[src/rtl/vmm_psum_drain.sv]
// Partial-sum drain for the systolic VMM array: accumulates chunk beats per row, rescales with
// rounding shift and saturation, and holds one finished row on a valid/ready output.
module vmm_psum_drain #(
   parameter int unsigned TOUT    = 8,
   parameter int unsigned PSUM_DW = 20,
   parameter int unsigned ACC_DW  = 32,
   parameter int unsigned OUT_DW  = 8
) (
   input  logic                    clk,
   input  logic                    rst_n,
   input  logic                    cfg_start,
   input  logic [15:0]             cfg_chunks,
   input  logic [15:0]             cfg_rows,
   input  logic [4:0]              cfg_shift,
   input  logic                    i_psum_vld,
   input  logic [PSUM_DW*TOUT-1:0] i_psum,
   output logic                    o_vld,
   input  logic                    o_rdy,
   output logic [OUT_DW*TOUT-1:0]  o_dat,
   output logic                    o_last,
   output logic                    busy,
   output logic                    done,
   output logic                    ovf_err
);

   localparam logic [1:0] StIdle  = 2'd0;
   localparam logic [1:0] StRun   = 2'd1;
   localparam logic [1:0] StFlush = 2'd2;

   localparam logic signed [ACC_DW:0] SatMax = (ACC_DW+1)'(2**(OUT_DW-1) - 1);
   localparam logic signed [ACC_DW:0] SatMin = ~SatMax;

   logic [1:0]                state_q, state_d;
   logic [15:0]               chunks_q, chunks_d;
   logic [15:0]               rows_q, rows_d;
   logic [4:0]                shift_q, shift_d;
   logic [15:0]               chunk_cnt_q, chunk_cnt_d;
   logic [15:0]               row_cnt_q, row_cnt_d;
   logic signed [ACC_DW-1:0]  acc_q [TOUT];
   logic signed [ACC_DW-1:0]  acc_d [TOUT];
   logic signed [ACC_DW-1:0]  acc_sum [TOUT];
   logic [OUT_DW*TOUT-1:0]    resc_dat;
   logic                      o_vld_q, o_vld_d;
   logic [OUT_DW*TOUT-1:0]    o_dat_q, o_dat_d;
   logic                      o_last_q, o_last_d;
   logic                      busy_q, busy_d;
   logic                      done_q, done_d;
   logic                      ovf_q, ovf_d;

   logic start, run_beat, row_done, last_row, accept;

   // Rounding arithmetic shift in ACC_DW+1 bits so the rounding add cannot overflow.
   function automatic logic [OUT_DW-1:0] rescale(input logic signed [ACC_DW-1:0] a,
                                                 input logic [4:0] sh);
      logic signed [ACC_DW:0] ext;
      logic signed [ACC_DW:0] rnd;
      logic signed [ACC_DW:0] r;
      ext = {a[ACC_DW-1], a};
      rnd = '0;
      if (sh != 5'd0) rnd = (ACC_DW+1)'(1) << (sh - 5'd1);
      r = (ext + rnd) >>> sh;
      if (r > SatMax)      r = SatMax;
      else if (r < SatMin) r = SatMin;
      return r[OUT_DW-1:0];
   endfunction

   assign start    = (state_q == StIdle) && cfg_start;
   assign run_beat = (state_q == StRun) && i_psum_vld;
   assign row_done = run_beat && (chunk_cnt_q == chunks_q - 16'd1);
   assign last_row = (row_cnt_q == rows_q - 16'd1);
   assign accept   = o_vld_q && o_rdy;

   always_comb begin
      resc_dat = '0;
      for (int k = 0; k < TOUT; k++) begin
         logic signed [PSUM_DW-1:0] lane;
         lane       = i_psum[k*PSUM_DW +: PSUM_DW];
         acc_sum[k] = ((chunk_cnt_q == 16'd0) ? '0 : acc_q[k])
                      + {{(ACC_DW-PSUM_DW){lane[PSUM_DW-1]}}, lane};
         resc_dat[k*OUT_DW +: OUT_DW] = rescale(acc_sum[k], shift_q);
         if (start)         acc_d[k] = '0;
         else if (run_beat) acc_d[k] = acc_sum[k];
         else               acc_d[k] = acc_q[k];
      end
   end

   always_comb begin
      state_d     = state_q;
      chunks_d    = chunks_q;
      rows_d      = rows_q;
      shift_d     = shift_q;
      chunk_cnt_d = chunk_cnt_q;
      row_cnt_d   = row_cnt_q;
      o_vld_d     = o_vld_q;
      o_dat_d     = o_dat_q;
      o_last_d    = o_last_q;
      busy_d      = busy_q;
      done_d      = 1'b0;
      ovf_d       = ovf_q;
      case (state_q)
         StIdle: begin
            if (cfg_start) begin
               chunks_d    = (cfg_chunks == 16'd0) ? 16'd1 : cfg_chunks;
               rows_d      = (cfg_rows == 16'd0) ? 16'd1 : cfg_rows;
               shift_d     = cfg_shift;
               chunk_cnt_d = '0;
               row_cnt_d   = '0;
               ovf_d       = 1'b0;
               busy_d      = 1'b1;
               state_d     = StRun;
            end
         end
         StRun: begin
            if (accept) begin
               o_vld_d  = 1'b0;
               o_last_d = 1'b0;
            end
            if (i_psum_vld) begin
               if (row_done) begin
                  chunk_cnt_d = '0;
                  row_cnt_d   = row_cnt_q + 16'd1;
                  if (o_vld_q && !o_rdy) begin
                     // Overrun: keep the held row, but make sure it still closes the job.
                     ovf_d = 1'b1;
                     if (last_row) o_last_d = 1'b1;
                  end else begin
                     o_vld_d  = 1'b1;
                     o_dat_d  = resc_dat;
                     o_last_d = last_row;
                  end
                  if (last_row) state_d = StFlush;
               end else begin
                  chunk_cnt_d = chunk_cnt_q + 16'd1;
               end
            end
         end
         StFlush: begin
            if (i_psum_vld) ovf_d = 1'b1;
            if (accept) begin
               o_vld_d  = 1'b0;
               o_last_d = 1'b0;
               if (o_last_q) begin
                  done_d  = 1'b1;
                  busy_d  = 1'b0;
                  state_d = StIdle;
               end
            end
         end
         default: state_d = StIdle;
      endcase
   end

   always_ff @(posedge clk or negedge rst_n) begin
      if (!rst_n) begin
         state_q     <= StIdle;
         chunks_q    <= '0;
         rows_q      <= '0;
         shift_q     <= '0;
         chunk_cnt_q <= '0;
         row_cnt_q   <= '0;
         o_vld_q     <= 1'b0;
         o_dat_q     <= '0;
         o_last_q    <= 1'b0;
         busy_q      <= 1'b0;
         done_q      <= 1'b0;
         ovf_q       <= 1'b0;
         for (int k = 0; k < TOUT; k++) acc_q[k] <= '0;
      end else begin
         state_q     <= state_d;
         chunks_q    <= chunks_d;
         rows_q      <= rows_d;
         shift_q     <= shift_d;
         chunk_cnt_q <= chunk_cnt_d;
         row_cnt_q   <= row_cnt_d;
         o_vld_q     <= o_vld_d;
         o_dat_q     <= o_dat_d;
         o_last_q    <= o_last_d;
         busy_q      <= busy_d;
         done_q      <= done_d;
         ovf_q       <= ovf_d;
         for (int k = 0; k < TOUT; k++) acc_q[k] <= acc_d[k];
      end
   end

   assign o_vld   = o_vld_q;
   assign o_dat   = o_dat_q;
   assign o_last  = o_last_q;
   assign busy    = busy_q;
   assign done    = done_q;
   assign ovf_err = ovf_q;

endmodule

[config.mk]
export PLATFORM = sky130hd
export DESIGN_NAME = vmm_psum_drain
export DESIGN_NICKNAME = d
export VERILOG_FILES = /design/src/rtl/vmm_psum_drain.sv
export SDC_FILE = /design/constraint.sdc
export NUM_CORES = 2
export LEC_CHECK = 0
export CAP_MARGIN = 20
export CORE_UTILIZATION = 40
export CTS_CLUSTER_SIZE = 12
export DETAILED_ROUTE_END_ITERATION = 10
export GPL_ROUTABILITY_DRIVEN = 0
export MAX_ROUTING_LAYER = met4
export PLACE_DENSITY_LB_ADDON = 0.15
export SYNTH_ARGS = -nofsm -noshare
export SYNTH_HDL_FRONTEND = slang
export SYNTH_SLANG_ARGS = --single-unit
[constraint.sdc]
create_clock -name clk -period 7.95 [get_ports clk]
set_input_delay 0.795 -clock clk [delete_from_list [all_inputs] [get_ports clk]]
set_output_delay 0.795 -clock clk [all_outputs]
set_load 0.01 [all_outputs]
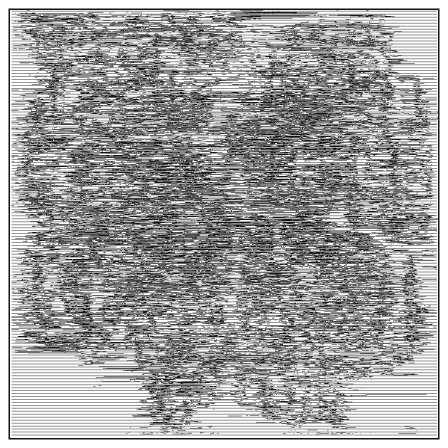
Figure 1: M1 wires.
Supply wires on this layer in gray.
nets with wire on the layer: 9546
share of all routed wire: 41%
longest straight run: 134 um

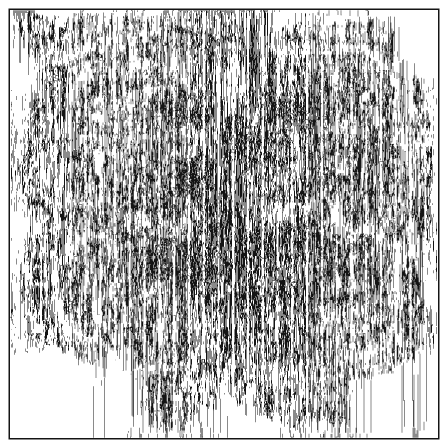
Figure 2: signal wires on met2.
wire length on this layer: 112 mm
nets with wire on the layer: 8630
longest straight run: 128 um

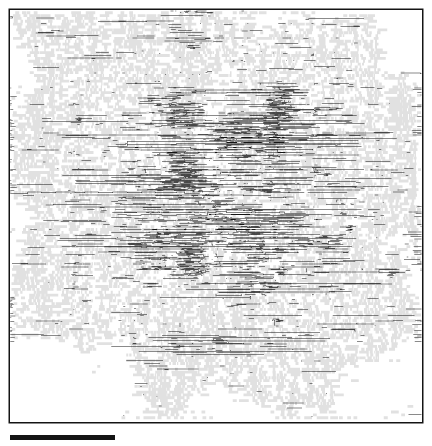
Figure 3: the metal 3 layer.
Bar = 100 um. Cells faint in the background.
wire length on this layer: 23.5 mm
nets with wire on the layer: 912
longest straight run: 263 um

==> impl_metrics.env <==
# physical design summary
export IMPL_largest_register_ffs=256
export IMPL_yosys_top_cells_count="717 x nor2_1, 642 x a21oi_1, 539 x nand2_1"
export IMPL_met2_usage_pct=49.4
export IMPL_crit_type="reg -> reg"
export IMPL_status="complete, but fails checks"
export IMPL_topCellsByArea="dfrtp_1 16%, ha_1 10%, a21oi_1 5.3%, xnor2_1 4.8%, nor2_1 4.4%"
export IMPL_ys_seq_share_pct=16.2
export IMPL_ys_dominant_reg_cell="dfrtp_1"
export IMPL_hold_class="in -> async"
export IMPL_first_pass_iters=9
export IMPL_cts_setup_buffers=83
export IMPL_hold_buffers=0
export IMPL_maxCapViolCount=0
export IMPL_ant_nets=0
export IMPL_dpl_hpwl_mm=199
export IMPL_xor_area_share_pct=7.42
export IMPL_fin_crit_ns=8.45
export IMPL_slew_violations=0
export IMPL_avgSynthCellArea_um2=7.81
export IMPL_layout_setup_ws_ns=-0.499
export IMPL_wl_mm=267
export IMPL_ys_cells=7832
export IMPL_warnings=73
export IMPL_synth_cells=7832
export IMPL_die_area_um2=154000
export IMPL_htreeDepth=2
export IMPL_r2r_cells=43
export IMPL_num_vias=69448
export IMPL_edf_count=0
export IMPL_globalRouteOverflowTotal=0
export IMPL_fp_util_pct=40.2
export IMPL_cts_tree="done"
export IMPL_fin_area_um2=81800
export IMPL_antenna_found_initial=12
export IMPL_violations="negative setup slack"
export IMPL_most_common_cell="nor2_1"
export IMPL_synth_area_um2=61100
export IMPL_numSynthFlops=396
export IMPL_fill_cells=14148
export IMPL_pin_count=271
export IMPL_final_nets=9945
export IMPL_whs_ns=0.0408
export IMPL_drcViolationCount=0
export IMPL_clockRootBuffer="clkbuf_16"
export IMPL_hold_violations=0
export IMPL_grtUsageMet1_pct=43.1
export IMPL_clk_latency_ns=0.72
export IMPL_crit_reg2reg_launch="chunk_cnt_q[0]$_DFFE_PN0P_"
export IMPL_logic_area_um2=51900
export IMPL_ys_sh_adder_pct=11.0
export IMPL_die_h_um=393
export IMPL_cp_arrival_ns=9.04
export IMPL_dr_first_iter_drc_count=6528
export IMPL_coreArea_um2=152000
export IMPL_required_ns=8.54
export IMPL_drive_gt1_share_pct=26.7
export IMPL_top_area_cell="dfrtp_1"
export IMPL_cts_path_max_buffers=3
export IMPL_end_kind="flip-flop"
export IMPL_cts_sinks=396
export IMPL_std_cell_rows=143
export IMPL_grt_usage_pct=34.0
export IMPL_worstPathMaxFanout=7
export IMPL_compound_area_share_pct=32.1
export IMPL_grt_max_degree=165
export IMPL_ff_latch_area_um2=9930
export IMPL_finalSetupViolations=56
export IMPL_critPathSlowestCell="or3b_4"
export IMPL_cts_buffers=57
export IMPL_use_met3_pct=6.99
export IMPL_synth_async_reset_ratio_pct=100
export IMPL_max_clock_freq_mhz=118
export IMPL_synth_cell_types=127
export IMPL_clkTransAtPathRegs_ns=0.06
export IMPL_ctsResizeCount=288
export IMPL_numPortBuffers=270
export IMPL_top_area_share_pct=16.2
export IMPL_viasPerCell=6.14
export IMPL_worstMarginPinSlew_ns=1.31
export IMPL_grt_pass1_vias=65994
export IMPL_grt_pass1_wl_mm=397
export IMPL_busiest_layer="met2"
export IMPL_ys_area_um2=61100
export IMPL_crit_path_start_kind="flip-flop"
export IMPL_area_growth_pct=33.8
export IMPL_simple_gate_area_share_pct=20.0
export IMPL_mux_share_pct=8.86
export IMPL_fin_skew_ns=0.0426
export IMPL_yosys_warnings=0
export IMPL_cp_slowest_stage_delay_ns=0.44
export IMPL_lay_top_count="buf_4"
export IMPL_logic_family="AND-OR/OR-AND gates"
export IMPL_slew_headroom_pct=12.3
export IMPL_die_width_um=393
export IMPL_rsz0062_at_grt="yes"
export IMPL_finalCritPeriodShare_pct=106
[worst max-delay path by stage]
stage	startpoint	to
global placement	chunk_cnt_q[0]$_DFFE_PN0P_	o_dat[53]$_DFFE_PN0P_
global route	chunk_cnt_q[0]$_DFFE_PN0P_	o_dat[1]$_DFFE_PN0P_
detailed placement	chunk_cnt_q[0]$_DFFE_PN0P_	o_dat[61]$_DFFE_PN0P_
CTS	chunk_cnt_q[1]$_DFFE_PN0P_	o_dat[8]$_DFFE_PN0P_
finish	chunk_cnt_q[0]$_DFFE_PN0P_	o_dat[3]$_DFFE_PN0P_
floorplan	chunk_cnt_q[0]$_DFFE_PN0P_	o_dat[0]$_DFFE_PN0P_
[worst max-delay path, delay by kind of cell (launching register included)]
kind	cells	cell delay (ns)
AND-OR/OR-AND	23	4.29
XOR/XNOR	1	0.21
adder cells (fa/ha/maj)	4	0.85
AND/OR/NAND/NOR	8	1.65
flip-flops	1	0.39
buffers and inverters	7	0.95
[layout make-up]
type                       instances  share of cell area [%]
antenna                           12                  0.0367
inverter                         209                   0.988
timing repair buffer            1781                    17.6
tap                             2030                    3.11
multi-input combinational       6769                    63.4
clock buffer                      69                    1.91
clock inverter                    38                   0.757
sequential                       396                    12.1
[metrics by stage]
step	setup slack, ns	cells	util (%)	setup TNS, ns
finish	-0.499	11304	53.8	-18.86
global route	-0.903	11298	53.8	-41.21
floorplan	-0.0603	7839	-	-0.641
detailed placement	-0.937	11046	49.7	-45.84
global placement	-0.771	11046	49.7	-36.25
CTS	-0.335	11237	52.4	-9.54
[routing by layer]
layer,vias to the layer above,part of all wire (%)
met2,2916,42
met4,0,7.7
met1,33224,41
li1,32483,-
met3,825,8.8
met5,-,0
